<file path="src/rtl/rand_arb_pkg.sv">
// -----------------------------------------------------------------------------
// rand_arb_pkg
// Shared definitions for the rand_arbiter block:
//   NREQ_MAX    - largest supported requester count
//   state_e     - arbiter FSM encoding (IDLE = 0, GRANT = 1)
//   WHITEN_ROT  - left-rotate amount used by the optional output whitening
//   rotl_whiten - rotate helper used when RAND_ARB_WHITEN_EN is defined
// -----------------------------------------------------------------------------
package rand_arb_pkg;

    localparam int NREQ_MAX   = 8;
    localparam int WHITEN_ROT = 7;

    typedef enum logic [0:0] {
        IDLE  = 1'b0,
        GRANT = 1'b1
    } state_e;

    function automatic logic [31:0] rotl_whiten(input logic [31:0] v);
        return (v << WHITEN_ROT) | (v >> (32 - WHITEN_ROT));
    endfunction

endpackage

</file>
<file path="src/rtl/rand_arbiter_rr_pick.sv">
// -----------------------------------------------------------------------------
// rr_pick
// Combinational rotating-priority picker. Scans req starting at index ptr,
// wrapping from NREQ-1 back to 0, and reports the first set bit.
// Ports:
//   req_i [NREQ-1:0]   request vector
//   ptr_i [IDX_W-1:0]  index with highest priority this cycle
//   sel_o [NREQ-1:0]   one-hot winner (zero when nothing requested)
//   idx_o [IDX_W-1:0]  binary index of the winner
//   any_o              at least one request present
// -----------------------------------------------------------------------------
module rr_pick
    import rand_arb_pkg::*;
#(
    parameter int NREQ  = 4,
    parameter int IDX_W = $clog2(NREQ)
) (
    input  logic [NREQ-1:0]  req_i,
    input  logic [IDX_W-1:0] ptr_i,
    output logic [NREQ-1:0]  sel_o,
    output logic [IDX_W-1:0] idx_o,
    output logic             any_o
);

    int cand;

    always_comb begin
        sel_o = '0;
        idx_o = '0;
        any_o = 1'b0;
        cand  = 0;
        for (int i = 0; i < NREQ; i++) begin
            // Candidate index walks ptr, ptr+1, ... modulo NREQ.
            cand = int'(ptr_i) + i;
            if (cand >= NREQ) begin
                cand = cand - NREQ;
            end
            if (!any_o && req_i[cand]) begin
                any_o       = 1'b1;
                sel_o[cand] = 1'b1;
                idx_o       = IDX_W'(cand);
            end
        end
    end

endmodule

</file>
<file path="src/rtl/rand_arbiter.sv">
// -----------------------------------------------------------------------------
// rand_arbiter
// Shares one free-running random sample stream among NREQ requesters. Each
// grant delivers the current sample; a sample already handed out is never
// delivered twice in a row (the arbiter stalls instead). Two-state FSM: a
// grant is followed by one mandatory idle cycle, so at most one grant per
// two clocks.
// Optional build macro: RAND_ARB_WHITEN_EN - when defined, rand_out is the
// raw sample XOR the previous rand_out rotated left by WHITEN_ROT.
// Ports:
//   clk        rising-edge clock
//   rst_n      asynchronous active-low reset
//   req        per-requester level request, held until granted
//   rand_in    free-running 32-bit sample
//   gnt        registered one-hot grant pulse
//   rand_out   registered sample delivered with gnt
//   rand_valid high exactly when gnt is non-zero
//   stall      registered; a grant was blocked by a stale sample
// -----------------------------------------------------------------------------
module rand_arbiter
    import rand_arb_pkg::*;
#(
    parameter int NREQ = 4
) (
    input  logic            clk,
    input  logic            rst_n,
    input  logic [NREQ-1:0] req,
    input  logic [31:0]     rand_in,
    output logic [NREQ-1:0] gnt,
    output logic [31:0]     rand_out,
    output logic            rand_valid,
    output logic            stall
);

    localparam int IDX_W = $clog2(NREQ);

    state_e            state_q, state_d;
    logic [NREQ-1:0]   gnt_q, gnt_d;
    logic [31:0]       rand_out_q, rand_out_d;
    logic              stall_q, stall_d;
    logic [IDX_W-1:0]  ptr_q, ptr_d;
    logic [31:0]       last_q, last_d;

    logic [NREQ-1:0]   pick_sel;
    logic [IDX_W-1:0]  pick_idx;
    logic              pick_any;
    logic [31:0]       shaped;

    rr_pick #(
        .NREQ  (NREQ),
        .IDX_W (IDX_W)
    ) u_rr_pick (
        .req_i (req),
        .ptr_i (ptr_q),
        .sel_o (pick_sel),
        .idx_o (pick_idx),
        .any_o (pick_any)
    );

`ifdef RAND_ARB_WHITEN_EN
    assign shaped = rand_in ^ rotl_whiten(rand_out_q);
`else
    assign shaped = rand_in;
`endif

    always_comb begin
        state_d    = state_q;
        gnt_d      = '0;
        rand_out_d = rand_out_q;
        stall_d    = 1'b0;
        ptr_d      = ptr_q;
        last_d     = last_q;
        case (state_q)
            IDLE: begin
                if (pick_any) begin
                    // Stale-sample check uses the raw input, never the
                    // whitened value, so repeats of rand_in are caught.
                    if (rand_in != last_q) begin
                        gnt_d      = pick_sel;
                        rand_out_d = shaped;
                        last_d     = rand_in;
                        ptr_d      = (pick_idx == IDX_W'(NREQ - 1)) ? '0
                                                                     : pick_idx + IDX_W'(1);
                        state_d    = GRANT;
                    end else begin
                        stall_d = 1'b1;
                    end
                end
            end
            GRANT: begin
                // Requests are ignored here; the requester drops req at the
                // edge that ends its grant cycle.
                state_d = IDLE;
            end
            default: begin
                state_d = IDLE;
            end
        endcase
    end

    always_ff @(posedge clk or negedge rst_n) begin
        if (!rst_n) begin
            state_q    <= IDLE;
            gnt_q      <= '0;
            rand_out_q <= '0;
            stall_q    <= 1'b0;
            ptr_q      <= '0;
            last_q     <= '0;
        end else begin
            state_q    <= state_d;
            gnt_q      <= gnt_d;
            rand_out_q <= rand_out_d;
            stall_q    <= stall_d;
            ptr_q      <= ptr_d;
            last_q     <= last_d;
        end
    end

    assign gnt        = gnt_q;
    assign rand_out   = rand_out_q;
    assign rand_valid = |gnt_q;
    assign stall      = stall_q;

endmodule

</file>
<file path="config.mk">
export PLATFORM = sky130hd
export DESIGN_NAME = rand_arbiter
export DESIGN_NICKNAME = d
export VERILOG_FILES = /design/src/rtl/rand_arb_pkg.sv /design/src/rtl/rand_arbiter_rr_pick.sv /design/src/rtl/rand_arbiter.sv
export SDC_FILE = /design/constraint.sdc
export NUM_CORES = 1
export LEC_CHECK = 0
export ABC_AREA = 1
export CAP_MARGIN = 20
export CORE_MARGIN = 2
export CORE_UTILIZATION = 42
export DETAILED_ROUTE_END_ITERATION = 10
export PLACE_DENSITY_LB_ADDON = 0.05
export SYNTH_ARGS = -nofsm -noshare
export SYNTH_HDL_FRONTEND = slang
export SYNTH_SLANG_ARGS = --single-unit
</file>
<file path="constraint.sdc">
create_clock -name clk -period 1.7 [get_ports clk]
set_input_delay 0.34 -clock clk [delete_from_list [all_inputs] [get_ports clk]]
set_output_delay 0.34 -clock clk [all_outputs]
set_load 0.03 [all_outputs]
</file>
==> results.txt <==
yosys + openroad results -> run status complete, but fails checks, worst min-delay path endpoint last_q[20]$_DFFE_PN0P_, number of flip-flops in the largest register 32, DR WL met3 approximately 360 µm, sequential share of power 0.191, DP HPWL 4430 µm, vias per inst roughly 4.7, Signal inverters 13, failing checks setup timing, Setup violations, final 38, CP arrival ~2000 ps, clk_buf instances 6, Setup WS post-layout -153 ps, initial antenna violation count 0, CTS resizes 97, Pleak 2.18 nW, synth warn 0, RR Startpoint ptr_q[0]$_DFFE_PN0P_, Commonest Layout Cell nand2_1, crit end category flip-flop, Critical path origin rand_in[9]
metrics by stage:
stage / std cells / hold WS [ps] / setup TNS, ps / cell area (µm²) / power, W
final: 509 / 328 / -4820 / 4090 / 0.00920
after global routing: 509 / 331 / -10230 / 4090 / 0.00987
after CTS: 505 / 409 / -3080 / 3890 / 0.00858
after detailed placement: 481 / 200 / -21600 / 3540 / 0.00721
after global placement: 481 / 199 / -21170 / 3540 / 0.00712
after floorplan: 291 / 44.4 / 0 / 2330 / 0.00493
kinds of logic (layout without fill, tap and decap cells):
kind of cell    count (synthesis)  count (layout)  synth area share
buf+inv                        19             166            0.0482
flops                          40              40             0.433
compound gates                  9               9            0.0260
xor+xnor                       31              31             0.118
fa+ha+maj                       4               4            0.0217
simple gates                  188             189             0.353
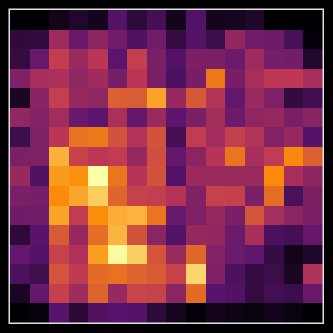
(signal metal coverage by tile)
Drawn at 4 px/µm. 16 x 16 tiles, from black (low) to pale yellow (high), scaled to the fullest tile. Values are wire area over tile area, all layers added.
densest ninth of the die: west
tiles over half the peak: 27%
nearly empty tiles: 3.9%
emptiest ninth of the die: south-east
fullest tile: 0.48
mean over tiles: 0.18
wire per inst: 13.8 µm
WL final: 7010 µm
Vias: 2390
gr usage total: 0.235

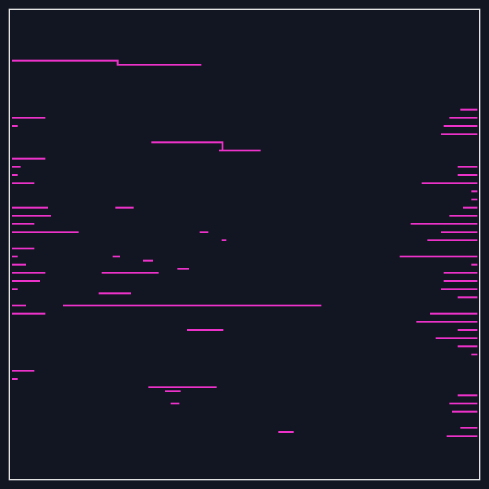
(the metal 3 layer)
Drawn at 6 px/µm.
main direction: horizontal
nets with wire on the layer: 63
longest straight run: 42.8 µm
wire length on this layer: 357 µm
grt met3 use: 0.0402

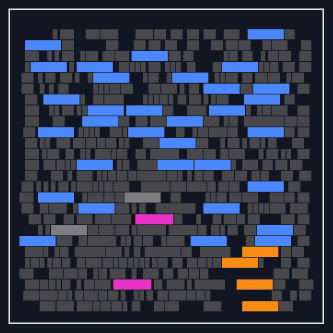
(register map, names as in the netlist)
Drawn at 4 px/µm.
[magenta] ptr_q | sequential cells: 2
[orange] gnt | sequential cells: 4 | where: south-east
[blue] last_q | sequential cells: 32
fraction of area in registers: 0.245
fin util: 0.786
Reg area: 1000 µm²
Seq. pwr: 0.00176 W

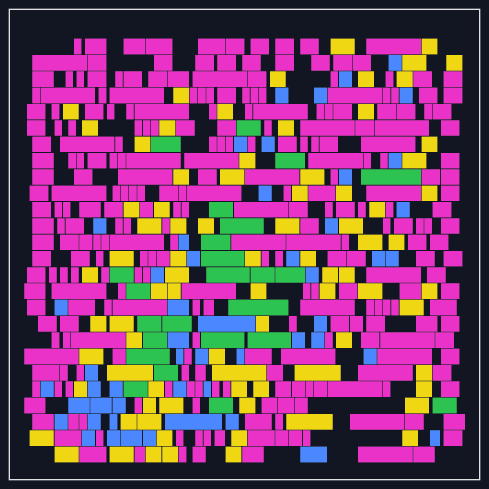
(sizing map)
Drawn at 6 px/µm.
[magenta] drive 1 or less | cells: 283 | share: 64%
[blue] drive 2 | cells: 51 | share: 12%
[green] drive 6 and up | cells: 24 | share: 5.5%
[yellow] drive 3 to 4 | cells: 81 | share: 18%
Area growth syn-to-layout: 77.1%
design area: 4090 µm²
Setup WS post-layout: -153 ps

Power is estimated from default activity; no workload was simulated.
